<file path="config.mk">
export PLATFORM = sky130hd
export DESIGN_NAME = platform_scheduler_flat
export DESIGN_NICKNAME = d
export VERILOG_FILES = /design/src/rtl/platform_scheduler_if.sv /design/src/rtl/platform_scheduler.sv /design/src/flat_wrapper.sv
export SDC_FILE = /design/constraint.sdc
export NUM_CORES = 1
export LEC_CHECK = 0
export CORE_MARGIN = 2
export CORE_UTILIZATION = 51
export DETAILED_ROUTE_END_ITERATION = 12
export PLACE_DENSITY = 0.81
export SKIP_LAST_GASP = 1
export SLEW_MARGIN = 20
export SYNTH_ARGS = -nofsm -noshare
export SYNTH_HDL_FRONTEND = slang
export SYNTH_SLANG_ARGS = --single-unit
</file>
<file path="constraint.sdc">
create_clock -name Clk -period 7.25 [get_ports Clk]
set_input_delay 2.175 -clock Clk [delete_from_list [all_inputs] [get_ports Clk]]
set_output_delay 2.175 -clock Clk [all_outputs]
set_load 0.01 [all_outputs]
</file>
<file path="src/rtl/platform_scheduler_if.sv">
// Playfield scheduler bus: frame/scroll control in, slot table and status out.
// The scheduler takes the slave side; whoever drives frames takes master.
interface platform_scheduler_if #(
    parameter int NUM_PLAT = 16
);
    logic                  frame_clk;
    logic                  start;
    logic [7:0]            scroll_amt;
    logic [1:0]            difficulty;
    logic [NUM_PLAT*9-1:0] platX_flat;
    logic [NUM_PLAT*9-1:0] platY_flat;
    logic [NUM_PLAT*3-1:0] plat_type_flat;
    logic                  busy;
    logic                  frame_done;
    logic                  score_inc;
    logic                  overrun;

    modport master (
        output frame_clk, start, scroll_amt, difficulty,
        input  platX_flat, platY_flat, plat_type_flat,
        input  busy, frame_done, score_inc, overrun
    );

    modport slave (
        input  frame_clk, start, scroll_amt, difficulty,
        output platX_flat, platY_flat, plat_type_flat,
        output busy, frame_done, score_inc, overrun
    );
endinterface

</file>
<file path="src/rtl/platform_scheduler.sv">
// Platform slot table: init, per-frame scroll walk and respawn of slots
// that fall off the bottom, one slot per clock through a shared datapath.
module platform_scheduler #(
    parameter int          NUM_PLAT  = 16,
    parameter int          SCREEN_H  = 480,
    parameter int          SPACING   = 30,
    parameter int          MAX_X     = 448,
    parameter logic [15:0] LFSR_SEED = 16'hACE1
) (
    input  logic          Clk,
    input  logic          Reset_n,
    platform_scheduler_if.slave bus
);
    localparam int IW = (NUM_PLAT > 1) ? $clog2(NUM_PLAT) : 1;
    localparam logic [IW-1:0] LAST = IW'(NUM_PLAT - 1);

    typedef enum logic [1:0] {
        S_INIT,
        S_IDLE,
        S_SCAN,
        S_DONE
    } state_t;

    state_t          r_state;
    logic [IW-1:0]   r_idx;
    logic [15:0]     r_lfsr;
    logic            r_fs1;
    logic            r_fs2;
    logic            r_fs3;
    logic            r_pend;
    logic [7:0]      r_scroll_q;
    logic [7:0]      r_scroll_pend;
    logic [8:0]      r_x [NUM_PLAT];
    logic [8:0]      r_y [NUM_PLAT];
    logic [2:0]      r_t [NUM_PLAT];
    logic            r_busy;
    logic            r_done;
    logic            r_inc;
    logic            r_ovr;

    logic            w_edge;
    logic [15:0]     w_lfsr_nxt;
    logic [8:0]      w_xcand;
    logic [2:0]      w_type;
    logic [9:0]      w_ysum;
    logic            w_wrap;
    logic [8:0]      w_ynew;
    logic [8:0]      w_yinit;

    assign w_edge     = r_fs2 & ~r_fs3;
    // Galois right-shift form of x^16+x^14+x^13+x^11+1
    assign w_lfsr_nxt = {1'b0, r_lfsr[15:1]}
                      ^ (r_lfsr[0] ? 16'hB400 : 16'h0000);
    assign w_xcand    = (r_lfsr[8:0] > 9'(MAX_X))
                      ? r_lfsr[8:0] - 9'd256
                      : r_lfsr[8:0];
    assign w_ysum     = {1'b0, r_y[r_idx]} + {2'b00, r_scroll_q};
    assign w_wrap     = (w_ysum >= 10'(SCREEN_H));
    assign w_ynew     = w_wrap ? 9'(w_ysum - 10'(SCREEN_H))
                               : w_ysum[8:0];
    assign w_yinit    = 9'(32'(r_idx) * SPACING);

    always_comb begin
        w_type = 3'd0;
        unique case (1'b1)
            (bus.difficulty == 2'd0): w_type = 3'd0;
            (bus.difficulty == 2'd1):
                w_type = (r_lfsr[12:10] == 3'd0) ? 3'd1 : 3'd0;
            default: begin
                unique case (r_lfsr[11:10])
                    2'd0:    w_type = 3'd1;
                    2'd1:    w_type = 3'd2;
                    default: w_type = 3'd0;
                endcase
            end
        endcase
    end

    always_ff @(posedge Clk) begin
        if (!Reset_n) begin
            r_state       <= S_INIT;
            r_idx         <= '0;
            r_lfsr        <= LFSR_SEED;
            r_fs1         <= 1'b0;
            r_fs2         <= 1'b0;
            r_fs3         <= 1'b0;
            r_pend        <= 1'b0;
            r_scroll_q    <= 8'd0;
            r_scroll_pend <= 8'd0;
            r_busy        <= 1'b0;
            r_done        <= 1'b0;
            r_inc         <= 1'b0;
            r_ovr         <= 1'b0;
            for (int i = 0; i < NUM_PLAT; i++) begin
                r_x[i] <= '0;
                r_y[i] <= '0;
                r_t[i] <= '0;
            end
        end else begin
            r_lfsr <= w_lfsr_nxt;
            r_fs1  <= bus.frame_clk;
            r_fs2  <= r_fs1;
            r_fs3  <= r_fs2;
            r_done <= 1'b0;
            r_inc  <= 1'b0;
            if (bus.start) begin
                r_state <= S_INIT;
                r_idx   <= '0;
                r_pend  <= 1'b0;
                r_busy  <= 1'b1;
            end else begin
                // Edges arriving while not idle queue one deep
                if (w_edge && r_state != S_IDLE) begin
                    if (r_pend) begin
                        r_ovr <= 1'b1;
                    end else begin
                        r_pend        <= 1'b1;
                        r_scroll_pend <= bus.scroll_amt;
                    end
                end
                unique case (r_state)
                    S_INIT: begin
                        r_x[r_idx] <= w_xcand;
                        r_y[r_idx] <= w_yinit;
                        r_t[r_idx] <= 3'd0;
                        r_idx      <= r_idx + 1'b1;
                        if (r_idx == LAST) begin
                            r_state <= S_IDLE;
                            r_idx   <= '0;
                            r_busy  <= 1'b0;
                        end else begin
                            r_busy  <= 1'b1;
                        end
                    end
                    S_IDLE: begin
                        if (r_pend) begin
                            r_state    <= S_SCAN;
                            r_idx      <= '0;
                            r_busy     <= 1'b1;
                            r_scroll_q <= r_scroll_pend;
                            r_pend     <= w_edge;
                            if (w_edge) begin
                                r_scroll_pend <= bus.scroll_amt;
                            end
                        end else if (w_edge) begin
                            r_state    <= S_SCAN;
                            r_idx      <= '0;
                            r_busy     <= 1'b1;
                            r_scroll_q <= bus.scroll_amt;
                        end
                    end
                    S_SCAN: begin
                        r_y[r_idx] <= w_ynew;
                        if (w_wrap) begin
                            r_x[r_idx] <= w_xcand;
                            r_t[r_idx] <= w_type;
                            r_inc      <= 1'b1;
                        end
                        r_idx <= r_idx + 1'b1;
                        if (r_idx == LAST) begin
                            r_state <= S_DONE;
                            r_idx   <= '0;
                            r_busy  <= 1'b0;
                        end
                    end
                    S_DONE: begin
                        r_done  <= 1'b1;
                        r_state <= S_IDLE;
                    end
                endcase
            end
        end
    end

    genvar g;
    generate
        for (g = 0; g < NUM_PLAT; g++) begin : g_flat
            assign bus.platX_flat[9*g +: 9]     = r_x[g];
            assign bus.platY_flat[9*g +: 9]     = r_y[g];
            assign bus.plat_type_flat[3*g +: 3] = r_t[g];
        end
    endgenerate

    assign bus.busy       = r_busy;
    assign bus.frame_done = r_done;
    assign bus.score_inc  = r_inc;
    assign bus.overrun    = r_ovr;
endmodule

</file>
<file path="src/flat_wrapper.sv">
// flat-port wrapper written by rule: the top's interface ports become plain ports
module platform_scheduler_flat 
#(
    parameter int          NUM_PLAT  = 16,
    parameter int          SCREEN_H  = 480,
    parameter int          SPACING   = 30,
    parameter int          MAX_X     = 448,
    parameter logic [15:0] LFSR_SEED = 16'hACE1
)
  (Clk, Reset_n, bus_frame_clk, bus_start, bus_scroll_amt, bus_difficulty, bus_platX_flat, bus_platY_flat, bus_plat_type_flat, bus_busy, bus_frame_done, bus_score_inc, bus_overrun);
  platform_scheduler_if #(.NUM_PLAT(NUM_PLAT)) bus_i ();
  input  logic Clk;
  input  logic Reset_n;
  input wire logic [$bits(bus_i.frame_clk)-1:0] bus_frame_clk;
  input wire logic [$bits(bus_i.start)-1:0] bus_start;
  input wire logic [$bits(bus_i.scroll_amt)-1:0] bus_scroll_amt;
  input wire logic [$bits(bus_i.difficulty)-1:0] bus_difficulty;
  output wire logic [$bits(bus_i.platX_flat)-1:0] bus_platX_flat;
  output wire logic [$bits(bus_i.platY_flat)-1:0] bus_platY_flat;
  output wire logic [$bits(bus_i.plat_type_flat)-1:0] bus_plat_type_flat;
  output wire logic [$bits(bus_i.busy)-1:0] bus_busy;
  output wire logic [$bits(bus_i.frame_done)-1:0] bus_frame_done;
  output wire logic [$bits(bus_i.score_inc)-1:0] bus_score_inc;
  output wire logic [$bits(bus_i.overrun)-1:0] bus_overrun;
  assign bus_i.frame_clk = bus_frame_clk;
  assign bus_i.start = bus_start;
  assign bus_i.scroll_amt = bus_scroll_amt;
  assign bus_i.difficulty = bus_difficulty;
  assign bus_platX_flat = bus_i.platX_flat;
  assign bus_platY_flat = bus_i.platY_flat;
  assign bus_plat_type_flat = bus_i.plat_type_flat;
  assign bus_busy = bus_i.busy;
  assign bus_frame_done = bus_i.frame_done;
  assign bus_score_inc = bus_i.score_inc;
  assign bus_overrun = bus_i.overrun;
  platform_scheduler #(.NUM_PLAT(NUM_PLAT), .SCREEN_H(SCREEN_H), .SPACING(SPACING), .MAX_X(MAX_X), .LFSR_SEED(LFSR_SEED)) u_core (.Clk(Clk), .Reset_n(Reset_n), .bus(bus_i));
endmodule
</file>
==> run_1/power_grid.png <==
Bar = 50 um. Pins as bars on the die edge.
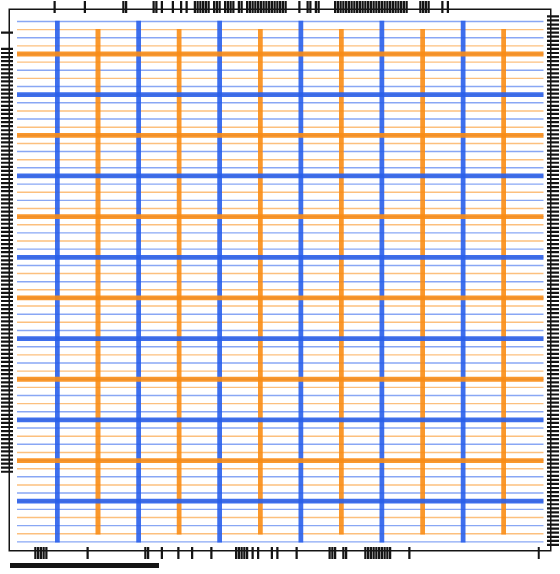
[VSS] blue
[VDD] orange
rows: 64
met5 straps: 12
met4 straps: 12
signal pins: 354
met1 rails: 65

==> run_1/placement_by_type.png <==
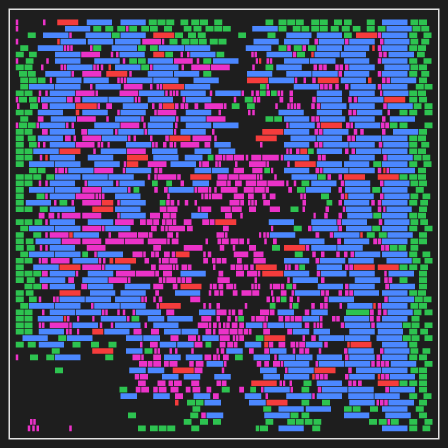
[flops] blue | cells: 370 | share of their area: 52%
[combinational and other logic] magenta | cells: 747 | share of their area: 24%
[clock drivers and dummy loads] red | cells: 66 | share of their area: 5.7%
[other buffers and delay cells] green | cells: 358 | share of their area: 18%

==> results.toml, run 1 <==
# implementation run metrics
[clock_network]
cts_sinks = 370
cts.htree.levels = 2
cts_setup_buffers = 0
cts-hold-fix-buffers = 0
cts_tree = "done"
clock-root-buffer = "clkbuf_16"
post_cts_resized = 0
clk_latency_ps = 530
cts_buffer_depth = 3
cts_made_buffers = 36
path_clk_slew_ps = 60

[cells_and_area]
design.seq.count = 370
seq_area_um2 = 10610
comb_share_pct = 23.47
antenna_cells = 0
n_fill_cell = 2125
nNonClkBuffers = 358
logic_area_um2 = 4871
n_clock_buffer = 57
inverters = 19
drive_gt1_share_pct = 8.436
buffer_area_share_pct = 17.09
seq-cell-share_pct = 51.13
syn2layout_area_growth_pct = 30.41
nMultiInputCombCells = 728
nets = 1565
largest_class = "flip-flops and latches"
final-clk-cell-share_pct = 5.577
top_regs = "u_core.r_x (144), u_core.r_y (144), u_core.r_t (32)"

[synthesis]
syn_area_per_cell_um2 = 13.33
area_leaders = "edfxtp_1, dfxtp_1, mux4_2, nor2_1, nor3_1"
xor_area_share_pct = 0.7706
synthMuxAreaShare_pct = 7.462
ys_warn_count = 0
async_flop_share_pct = 0
yosys-top-cells-count = "edfxtp_1, nor2_1, nor3_1, nand2_1, clkbuf_1"
ys_cells = 1194
ys_area_um2 = 15910
synth-edff-count = 320
yosysTopAreaCell = "edfxtp_1"
synth.top_cell.area_share_pct = 60.39
synth-seq-cells = 370
yosysSeqAreaShare_pct = 66.68
synth.distinct_cells = 57
synth_area_um2 = 15910
yosysMostFrequentCell = "edfxtp_1"
ff_type = "edfxtp_1"
ys_sh_simple_pct = 14.44
synth.logic.top_family = "simple AND/OR/NAND/NOR gates"
ys_sh_adder_pct = 3.271
synthAoiAreaFrac_pct = 4.238
synthCells = 1194

[die]
chip_area_um2 = 32630
die_w_um = 180.6
core_um2 = 30670
taps = 396
chipHeight_um = 180.6
initial_core_util_pct = 51.88
ios = 354
std_cell_rows = 64

[sta]
fmax_ghz = 0.1761
finClkSkew_ps = 27.53
fin_crit_sh_pct = 78.33
drv_slew = 0
min_period_ps = 5679
layout_setup_ws_ps = 1571
tightest_slew_ps = 1055
fin_setup_tns_ps = 0
hold_viol_final = 0
rsz0062_at_grt = "no"
finalSetupViolations = 0
relSlewSlack_pct = 29.44

[route]
ant_nets = 0
drc_errors = 0
drt_iter0_markers = 1280
viasPerCell = 5.992
vias = 11610
wl_per_cell_um = 24.74
firstDrtPassIters = 5
wirelength_mm = 47.93

[critical_path]
critPathRequiredTime_ps = 7460
arrival_ps = 5890
end_kind = "register"
critPathKind = "register to register"
crit_family = "AND-OR/OR-AND gates"
cp_slowest_cell = "dfxtp_2"
crit_path_max_fanout = 27
crit_buf_inv = 2
crit_chain = "buf_4 -> mux4_2 -> mux4_2 -> ha_1 -> o21a_1 -> a21o_1 -> a311o_1 -> ha_1 -> inv_1 -> a2111oi_0 -> a211o_1 -> a31oi_2 -> nor3b_1"
start_kind = "register"
slowest_delay_ps = 980

[placement]
post-place-ws_ps = 1551
port_buffers = 337
routabilityCongestion = 0.9420
hpwlAfterDp_mm = 34.27

[global_route]
grt_use_total_pct = 29.08
grt_max_degree = 129
grt_overflow = 0
antenna_found_initial = 0
grt_pass1_wl_mm = 71.31
grt_pass1_vias = 11370

[power]
p_total_mw = 4.700
p_per_area_nw_per_um2 = 226.5
p_leak_nw = 7.358
ir_drop_v = 0.0001421

[run]
max-cap-violations = 0
tool_warnings = 42

[hold_path]
min_path_type = "register to register"
hold_path_startpoint = "u_core.r_lfsr[9]"

[run_status]
status = "completed"
==> run_1/clk_routes.png <==
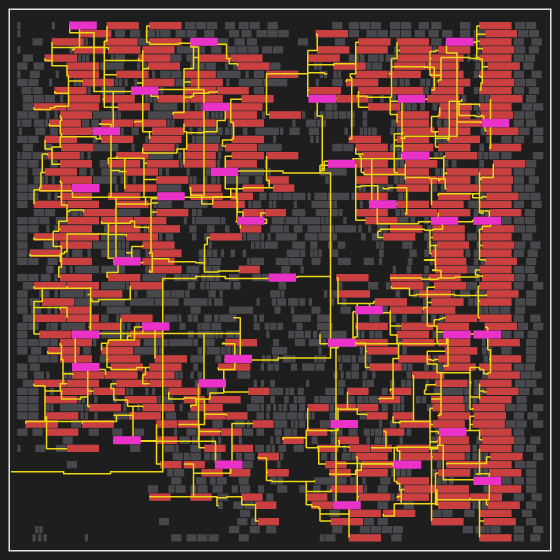
[flip-flops] red | count: 370
[clock drivers] magenta | count: 36
[clock wires] yellow | length: 4110 um
routed clock nets: 37
flops lie: widely spread

==> run_1/wires.png <==
Bar = 50 um.
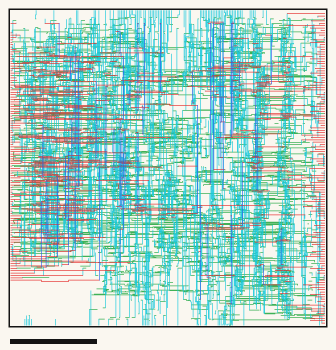
[metal 2] cyan | wire length: 23.1 mm
[metal 4] blue | wire length: 2040 um
[metal 3] red | wire length: 5760 um
[metal 1] green | wire length: 17100 um

[run 1: final timing paths]
path                                          to  slack, ps  depth (start not counted)
worst min register to register  u_core.r_lfsr[8]        430                          1
worst min-delay path            u_core.r_lfsr[8]        430                          1
worst max-delay path            u_core.r_y[9][7]       1570                         13
worst max register to register  u_core.r_y[9][7]       1570                         13
[run 1: stage by stage]
step	instance area, um^2	hold WS (ps)	instances	util, %
after floorplan	15970	410.5	1209	-
after global placement	19560	413.7	1869	63.78
after detailed placement	19560	422.7	1869	63.78
after CTS	20720	438.3	1935	67.55
after global routing	20750	447.7	1937	67.66
final	20750	433.8	1937	67.66
[run 1: report_power, final]
| part | switching, mW | total [mW] | internal (mW) |
|---|---|---|---|
| Combinational | 0.222 | 0.410 | 0.188 |
| Sequential | 0.0577 | 2.44 | 2.39 |
| Clock | 0.788 | 1.85 | 1.06 |
| Total | 1.07 | 4.70 | 3.63 |
[run 1: placed cells by master, fill, tap and decap left out, types with 7 or more instances in the layout]
cell type and count:
clkdlybuf4s50_1 336, edfxtp_1 320, nor2_1 201, nor3_1 132, nand2_1 64, dfxtp_1 49
mux4_2 44, nand3_1 39, clkbuf_16 38, ha_1 32, a21oi_1 20, buf_4 20
inv_1 19, nor3b_1 17, mux2i_1 17, o21ai_0 16, conb_1 16, and2_1 15
clkbuf_1 14, nor2b_1 12, o211a_1 10, xnor2_1 10, nand2b_1 9, o21ai_1 7
[run 1: metal layers]
layer  global-route usage, %  part of all wire (%)
met2                   47.36                    48
met4                   11.55                   4.3
met5                       0                     0
met1                   37.66                    36
met3                   7.255                    12
[run 1: worst register-to-register path, delay by kind of cell (launching register included)]
kind / cells / cell delay [ps]
compound gates: 6 / 2070
fa+ha+maj: 2 / 610
buf+inv: 2 / 480
flops: 1 / 980
mux: 2 / 1040
simple gates: 1 / 170
==> inputs of run 2 (changes only) <==
--- a/config.mk
+++ b/config.mk
@@ -6,9 +6,9 @@
 export NUM_CORES = 1
 export LEC_CHECK = 0
 export CORE_MARGIN = 2
-export CORE_UTILIZATION = 51
+export CORE_UTILIZATION = 46
 export DETAILED_ROUTE_END_ITERATION = 12
-export PLACE_DENSITY = 0.81
+export PLACE_DENSITY = 0.77
 export SKIP_LAST_GASP = 1
 export SLEW_MARGIN = 20
 export SYNTH_ARGS = -nofsm -noshare
==> constraint.sdc (replaced) <==
create_clock -name Clk -period 4.6 [get_ports Clk]
set_input_delay 1.38 -clock Clk [delete_from_list [all_inputs] [get_ports Clk]]
set_output_delay 1.38 -clock Clk [all_outputs]
set_load 0.01 [all_outputs]
==> run_2/power_grid.png <==
Bar = 50 um. Pins as bars on the die edge.
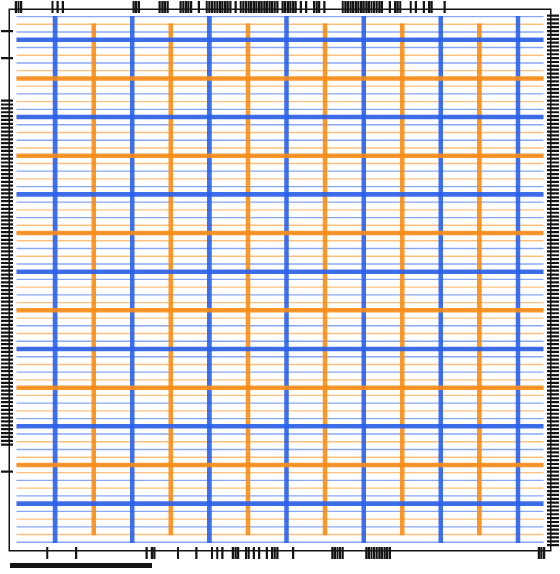
[VSS] blue
[VDD] orange
rows: 68
met4 straps: 13
met1 rails: 69

==> results.toml, run 2 <==
# implementation run metrics
[critical_path]
critPathRequiredTime_ps = 4870
end_kind = "register"
start_kind = "register"
critPathKind = "register to register"
cp_slowest_cell = "mux4_2"
slowest_delay_ps = 550
crit_buf_inv = 4
arrival_ps = 4710
crit_family = "AND-OR/OR-AND gates"
crit_path_max_fanout = 10
crit_chain = "buf_12 -> mux4_2 -> mux4_2 -> ha_4 -> a211o_1 -> a21o_1 -> a311o_1 -> buf_4 -> ha_1 -> inv_1 -> a2111oi_2 -> a211o_1 -> a31oi_4 -> buf_4 -> nor3b_1"

[die]
die_w_um = 190.0
ios = 354
core_um2 = 34290
std_cell_rows = 68
chipHeight_um = 190.0
initial_core_util_pct = 46.41
chip_area_um2 = 36100

[sta]
finClkSkew_ps = 23.63
tightest_slew_ps = 906.3
holdWs_ps = 434.1
fin_setup_tns_ps = 0
fin_crit_sh_pct = 96.58
min_period_ps = 4443
rsz0062_at_grt = "no"
fmax_ghz = 0.2251
relSlewSlack_pct = 39.43
finalSetupViolations = 0
drv_slew = 0
hold_viol_final = 0

[clock_network]
cts.htree.levels = 2
clock-root-buffer = "clkbuf_16"
cts_tree = "done"
cts_sinks = 370
clk_latency_ps = 540
cts-hold-fix-buffers = 0
cts_made_buffers = 38
cts_buffer_depth = 3
path_clk_slew_ps = 70

[synthesis]
syn_area_per_cell_um2 = 13.33
synth-edff-count = 320
synth.top_cell.area_share_pct = 60.39
yosysSeqAreaShare_pct = 66.68
yosysMostFrequentCell = "edfxtp_1"
ys_warn_count = 0
synth-seq-cells = 370
synthCells = 1194
ff_type = "edfxtp_1"
async_flop_share_pct = 0
ys_area_um2 = 15910
yosysTopAreaCell = "edfxtp_1"
synth.distinct_cells = 57
ys_cells = 1194
area_leaders = "edfxtp_1, dfxtp_1, mux4_2, nor2_1, nor3_1"
synth_area_um2 = 15910
yosys-top-cells-count = "edfxtp_1, nor2_1, nor3_1, nand2_1, clkbuf_1"

[power]
ir_drop_v = 0.0002183
p_leak_nw = 7.565
p_total_mw = 7.767
p_per_area_nw_per_um2 = 364.7

[global_route]
grt_overflow = 0
antenna_found_initial = 1
gr-usage-met2_pct = 45.66
grt_pass1_vias = 11080
grt_use_total_pct = 27.21
use_met1_pct = 35.82
top_usage_layer = "met2"
grt_max_degree = 73
use_met3_pct = 5.202
grt_pass1_wl_mm = 72.19

[cells_and_area]
fin_util_pct = 62.10
lay_top_count = "clkdlybuf4s50_1"
drive_gt1_share_pct = 10.57
syn2layout_area_growth_pct = 33.82
nets = 1594
final_cell_mix = "clkdlybuf4s50_1, edfxtp_1, nor2_1"
top_regs = "u_core.r_x (144), u_core.r_y (144), u_core.r_t (32)"
fin_area_um2 = 21290

[run]
max-cap-violations = 0
tool_warnings = 41

[route]
vias = 11720
firstDrtPassIters = 7
ant_nets = 0
drt_iter0_markers = 1250
wl_met3_mm = 5.437
wl_met2_mm = 24.40
wl_per_cell_um = 24.71
drc_errors = 0
top_layer = "met4"
wirelength_mm = 50.07
wirelength_met1_mm = 18.51
viasPerCell = 5.783

[placement]
port_buffers = 337
hpwlAfterDp_mm = 36.09
routabilityCongestion = 0.9436
place_area_um2 = 19920

[hold_path]
min_path_type = "register to register"

[run_status]
status = "completed"
==> run 2: cell counts after synthesis <==
No cell type changed its count.
==> run 2: logic make-up (layout without fill, tap and decap cells) <==
group	count (synthesis)	in the layout	share of synthesized area, %
compound gates	94	94	4.238
xor+xnor	14	14	0.7705
fa+ha+maj	38	38	3.271
buf+inv	111	472	3.122
flops	370	370	66.68
mux	63	63	7.462
other cells	1	17	0.02357
simple gates	503	503	14.44
==> run 2: path summary, 6_finish.rpt <==
| path | start | to | slack, ps | depth (start not counted) |
|---|---|---|---|---|
| worst min register to register | u_core.r_lfsr[15] | u_core.r_lfsr[14] | 430 | 1 |
| worst max register to register | register | u_core.r_y[6][7] | 160 | 15 |
| worst max-delay path | register | u_core.r_y[6][7] | 160 | 15 |
| worst min-delay path | u_core.r_lfsr[15] | u_core.r_lfsr[14] | 430 | 1 |
==> run 2: timing repair <==
item / CTS / global route
gates cloned: 0 / 1
gates resized: 1 / 12
buffers inserted: 0 / 1
endpoints found under the setup margin: 77 / 182
pin swaps: 0 / 2
==> run 2: final cells by class <==
cell class	count	area, um^2
diodes	1	2.502
multi-input cells	728	4917
repair buffers	385	3820
fillers	2505	12990
inverters	19	71.32
well taps	455	569.3
clock buffers	47	1006
clock inverters	21	294.0
flip-flops and latches	370	10610
==> run 2: through the flow <==
step                setup slack, ps  std cells
finish                        157.4       2026
global placement              69.90       1955
CTS                           4.599       2023
detailed placement           -14.30       1955
global route                  12.66       2026
floorplan                     55.67       1209
==> run 2: report_power, final <==
part | leakage [nW] | switching, mW | internal [mW]
clock network | 0.630 | 1.28 | 1.96
logic | 3.21 | 0.361 | 0.314
registers | 3.72 | 0.0896 | 3.76
total | 7.56 | 1.73 | 6.03
No activity file was given, so power comes from the tool's default toggle rates.
